Clock nets:
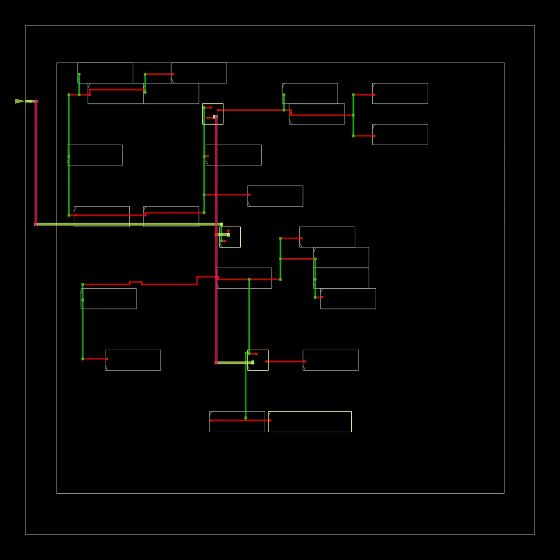
I/O pins on the die edge:
Pins as bars across the die edge, other pins in grey.
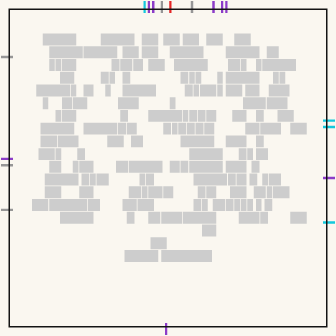
Signal wires by layer:
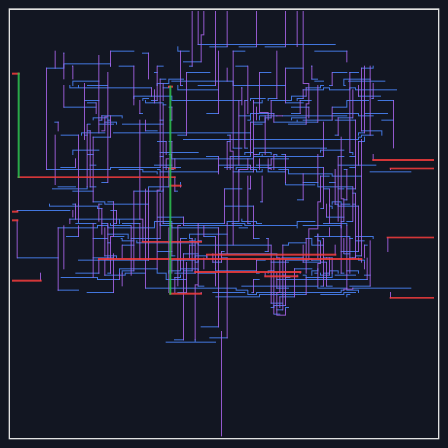
Logic cells by family:
Bar = 20 um.
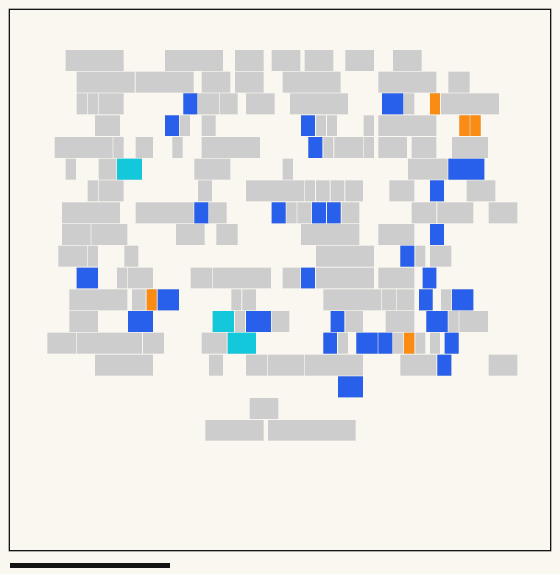
Sequential cells coloured by netlist name:
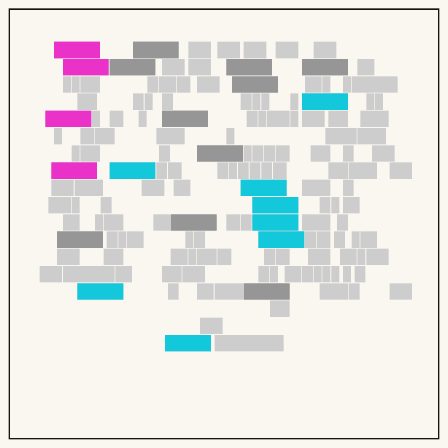
[config.mk]
export PLATFORM = sky130hd
export DESIGN_NAME = ncnet_decimator
export DESIGN_NICKNAME = d
export VERILOG_FILES = /design/src/rtl/ncnet_decimator.sv
export SDC_FILE = /design/constraint.sdc
export NUM_CORES = 1
export LEC_CHECK = 0
export CORE_MARGIN = 4
export CORE_UTILIZATION = 34
export DETAILED_ROUTE_END_ITERATION = 10
export HOLD_SLACK_MARGIN = 0.08
export PLACE_DENSITY = 0.63
export SLEW_MARGIN = 20
export SYNTH_ARGS = -nofsm -noshare
export SYNTH_HDL_FRONTEND = slang
export SYNTH_SLANG_ARGS = --single-unit
[constraint.sdc]
create_clock -name i_clk -period 4.9 [get_ports i_clk]
set_clock_uncertainty 0.15 [all_clocks]
set_input_delay 0.98 -clock i_clk [delete_from_list [all_inputs] [get_ports i_clk]]
set_output_delay 0.98 -clock i_clk [all_outputs]
set_load 0.01 [all_outputs]
[src/rtl/ncnet_decimator.sv]
// rtl/ncnet_decimator.sv - sum-and-dump / sinc2 decimator for the DDSM adder-network stream (NCNET_DEC_SINC2_EN selects sinc2)
module ncnet_decimator #(
    parameter int P_IN_WIDTH = 4,
    parameter int P_DEC_LOG2 = 4,
`ifdef NCNET_DEC_SINC2_EN
    localparam int L_OUT_W = P_IN_WIDTH + 2 * P_DEC_LOG2
`else
    localparam int L_OUT_W = P_IN_WIDTH + P_DEC_LOG2
`endif
) (
    input  logic                  i_clk,
    input  logic                  i_rst,
    input  logic                  i_en,
    input  logic [P_IN_WIDTH-1:0] i_din,
    input  logic                  i_ready,
    output logic [L_OUT_W-1:0]    o_dout,
    output logic                  o_valid,
    output logic                  o_ovr
);

    logic [P_DEC_LOG2-1:0] cnt_q;
    logic [P_DEC_LOG2-1:0] cnt_d;
    logic                  dump;
    logic [L_OUT_W-1:0]    x;
    logic [L_OUT_W-1:0]    result;
    logic [L_OUT_W-1:0]    dout_q;
    logic                  valid_q;
    logic                  ovr_q;

    // The counter is a power-of-two width, so the last sample of a block
    // is the all-ones count and the increment wraps to 0 by itself.
    assign cnt_d = cnt_q + 1'b1;
    assign dump  = i_en && (cnt_q == {P_DEC_LOG2{1'b1}});
    assign x     = {{(L_OUT_W - P_IN_WIDTH){i_din[P_IN_WIDTH-1]}}, i_din};

    // Sample counter, advanced by each valid input sample
    always_ff @(posedge i_clk) begin
        if (i_rst) begin
            cnt_q <= '0;
        end else if (i_en) begin
            cnt_q <= cnt_d;
        end
    end

`ifdef NCNET_DEC_SINC2_EN
    logic [L_OUT_W-1:0] int1_q, int2_q, d1_q, d2_q;
    logic [L_OUT_W-1:0] int1_d, int2_d, c1;

    assign int1_d = int1_q + x;
    assign int2_d = int2_q + int1_d;
    assign c1     = int2_d - d1_q;
    assign result = c1 - d2_q;

    // Two free-running integrators at the input rate; wrap-around is harmless
    // because the combs difference it out modulo 2^L_OUT_W.
    always_ff @(posedge i_clk) begin
        if (i_rst) begin
            int1_q <= '0;
            int2_q <= '0;
        end else if (i_en) begin
            int1_q <= int1_d;
            int2_q <= int2_d;
        end
    end

    // Two comb delay registers, updated only at the decimated rate
    always_ff @(posedge i_clk) begin
        if (i_rst) begin
            d1_q <= '0;
            d2_q <= '0;
        end else if (dump) begin
            d1_q <= int2_d;
            d2_q <= c1;
        end
    end
`else
    logic [L_OUT_W-1:0] acc_q;
    logic [L_OUT_W-1:0] acc_d;

    assign acc_d  = acc_q + x;
    assign result = acc_d;

    // Block accumulator; the dump sample is folded into the result and the
    // accumulator restarts from zero for the next block.
    always_ff @(posedge i_clk) begin
        if (i_rst) begin
            acc_q <= '0;
        end else if (i_en) begin
            acc_q <= dump ? '0 : acc_d;
        end
    end
`endif

    // Output holding register with valid/ready handshake and overrun pulse
    always_ff @(posedge i_clk) begin
        if (i_rst) begin
            dout_q  <= '0;
            valid_q <= 1'b0;
            ovr_q   <= 1'b0;
        end else begin
            ovr_q <= dump && valid_q && !i_ready;
            if (dump) begin
                dout_q  <= result;
                valid_q <= 1'b1;
            end else if (valid_q && i_ready) begin
                valid_q <= 1'b0;
            end
        end
    end

    assign o_dout  = dout_q;
    assign o_valid = valid_q;
    assign o_ovr   = ovr_q;

endmodule
==> reports/qor.yml <==
run_status: "complete, no violations"
gp_congestion: 0.792
worstHoldStart: "o_dout[3]"
synthesis.nets: 157
fp-row-count: 21
worstHoldEndpoint: "o_dout[3]"
pre_cts_ws_ns: 1.30
top_cell_area_share: 0.366
core_um2: 3390
dpl.hpwl_mm: 1.89
clk_pin_slew_ns: 0.12
synthesis.area_um2: 1200
grt_usage: 0.127
layout.cells.non_filler: 200
final_cell_mix: "dfxtp_1, clkdlybuf4s50_1, a21oi_1, nand2_1, nor2_1"
root_buffer: "clkbuf_4"
synth_cell_type_count: 38
topCellsByArea: "dfxtp_1, ha_1, a21oi_1, nand2_1, nand2b_1"
yosys_area_um2: 1200
grt_pass1_wl_mm: 4.35
relSlewSlack: 0.370
tns_ns: 0
finalCriticalPeriod_ns: 3.26
finalSetupViolations: 0
cellPowerDensity_nw_per_um2: 295
cp-end-kind: "flip-flop"
xor_area_frac: 0.0551
worstMarginPinSlew_ns: 0.943
met2_length_mm: 1.18
drt-initial-drc-count: 58
routed.top_layer: "met4"
dp.cells: 196
hold_class: "reg -> reg"
fmax_mhz: 307
path_class: "in -> reg"
About 'clock nets':
clkbuf count: 3
Late-Pin Clk Latency: 0.31 ns
seq_cells: 22
Clk power: 140 uW

About 'I/O pins on the die edge':
[`o_valid`] red | pins: 1 | direction: output | edge: top
[`o_dout`] purple | pins: 8 | direction: output | edge: 5 top, 1 bottom, 1 right, 1 left
[`i_din`] cyan | pins: 4 | direction: input | edge: 3 right, 1 top
all pins by edge: 9 top, 4 left, 4 right, 1 bottom
Die H: 67.5 um
Die W: 67.5 um
Buffers on Ports: 17

About 'signal wires by layer':
[met4] green | wire length: 49.0 um
[met2] purple | wire length: 1180 um
[met3] red | wire length: 161 um
[met1] blue | wire length: 1150 um

About 'logic cells by family':
[AND and OR gates] cyan | cells: 3
[inverters] orange | cells: 5 | most used: inv_1
[inverting AOI/OAI gates] blue | cells: 29 | most used: a21oi_1

About 'sequential cells coloured by netlist name':
[`cnt_q`] magenta | placed flops: 4 | where: top left
[`acc_q`] cyan | placed flops: 8
sequential power: 195 uW
Seq. cell area: 440 um^2
final core utilization: 0.429

==> cell type report <==
type | count | area (um^2) | share of cell area
inverter | 5 | 18.8 | 0.0129
tap | 46 | 57.6 | 0.0396
timing repair buffer | 17 | 170 | 0.117
clock buffer | 3 | 22.5 | 0.0155
clock inverter | 1 | 30.0 | 0.0206
multi-input combinational | 106 | 716 | 0.492
sequential | 22 | 440 | 0.303
==> state kept, by name (all words and copies together) (netlist names) <==
name and count:
o_valid 1, cnt_q 4, acc_q 8, o_ovr 1, o_dout 8
==> metrics by stage <==
| stage | cell area (um^2) | hold WS, ns | power (mW) |
|---|---|---|---|
| 2_1_floorplan | 1200 | 0.300 | 0.271 |
| 3_3_place_gp | 1400 | 0.297 | 0.290 |
| 3_5_place_dp | 1400 | 0.302 | 0.294 |
| 4_1_cts | 1460 | 0.320 | 0.435 |
| 5_1_grt | 1460 | 0.342 | 0.455 |
| 6_report | 1460 | 0.315 | 0.430 |
==> layer usage <==
| metal | global-route usage | up-vias |
|---|---|---|
| met5 | 0 | - |
| li1 | - | 527 |
| met1 | 0.168 | 471 |
| met4 | 0.0608 | 0 |
| met3 | 0.0200 | 5 |
| met2 | 0.202 | 25 |
==> kinds of logic (layout without fill, tap and decap cells) <==
| family | Yosys count | after routing |
|---|---|---|
| AND/OR/NAND/NOR | 55 | 55 |
| AND-OR/OR-AND | 34 | 34 |
| flip-flops | 22 | 22 |
| buffers and inverters | 12 | 26 |
| adder cells (fa/ha/maj) | 9 | 9 |
| XOR/XNOR | 6 | 6 |
| multiplexers | 2 | 2 |
==> where the power goes <==
group	total [mW]	internal [mW]	leakage [nW]	switching, mW
logic	0.0947	0.0445	0.345	0.0501
registers	0.195	0.189	0.179	0.00664
clock network	0.140	0.0827	0.0279	0.0570
==> synth_stat cells, drive strengths merged <==
cell type / number
dfxtp: 22
mux2i: 2
inv: 5
ha: 8
o21a: 1
and4: 1
nor2b: 1
o21bai: 1
a211oi: 3
buf: 2
o211ai: 2
nor4bb: 1
a21oi: 15
a211o: 1
xor2: 2
nand2b: 8
fa: 1
nand4: 2
o211a: 1
a21o: 1
o311ai: 2
nand2: 15
nand4b: 1
nand3: 6
nand3b: 2
o31ai: 1
or4: 1
or4b: 1
o31a: 1
xnor2: 3
o221ai: 1
nor3: 4
xnor3: 1
o21ai: 4
nor2: 12
clkbuf: 5
==> worst max-delay path, stage by stage <==
cell and delay [ns]:
clkdlybuf4s50_1 0.95, nand4_1 0.68, or4_1 0.67, nand3_1 0.08
==> worst max path at each step <==
stage / from / to / depth (start not counted)
after floorplan: i_din[0] / acc_q[6] / 8
after global placement: i_en / o_dout[5] / 4
after detailed placement: i_en / o_dout[5] / 4
after CTS: i_en / o_dout[5] / 4
after global routing: i_en / o_dout[5] / 4
final: i_en / o_dout[5] / 4
No activity file was given, so power comes from the tool's default toggle rates.
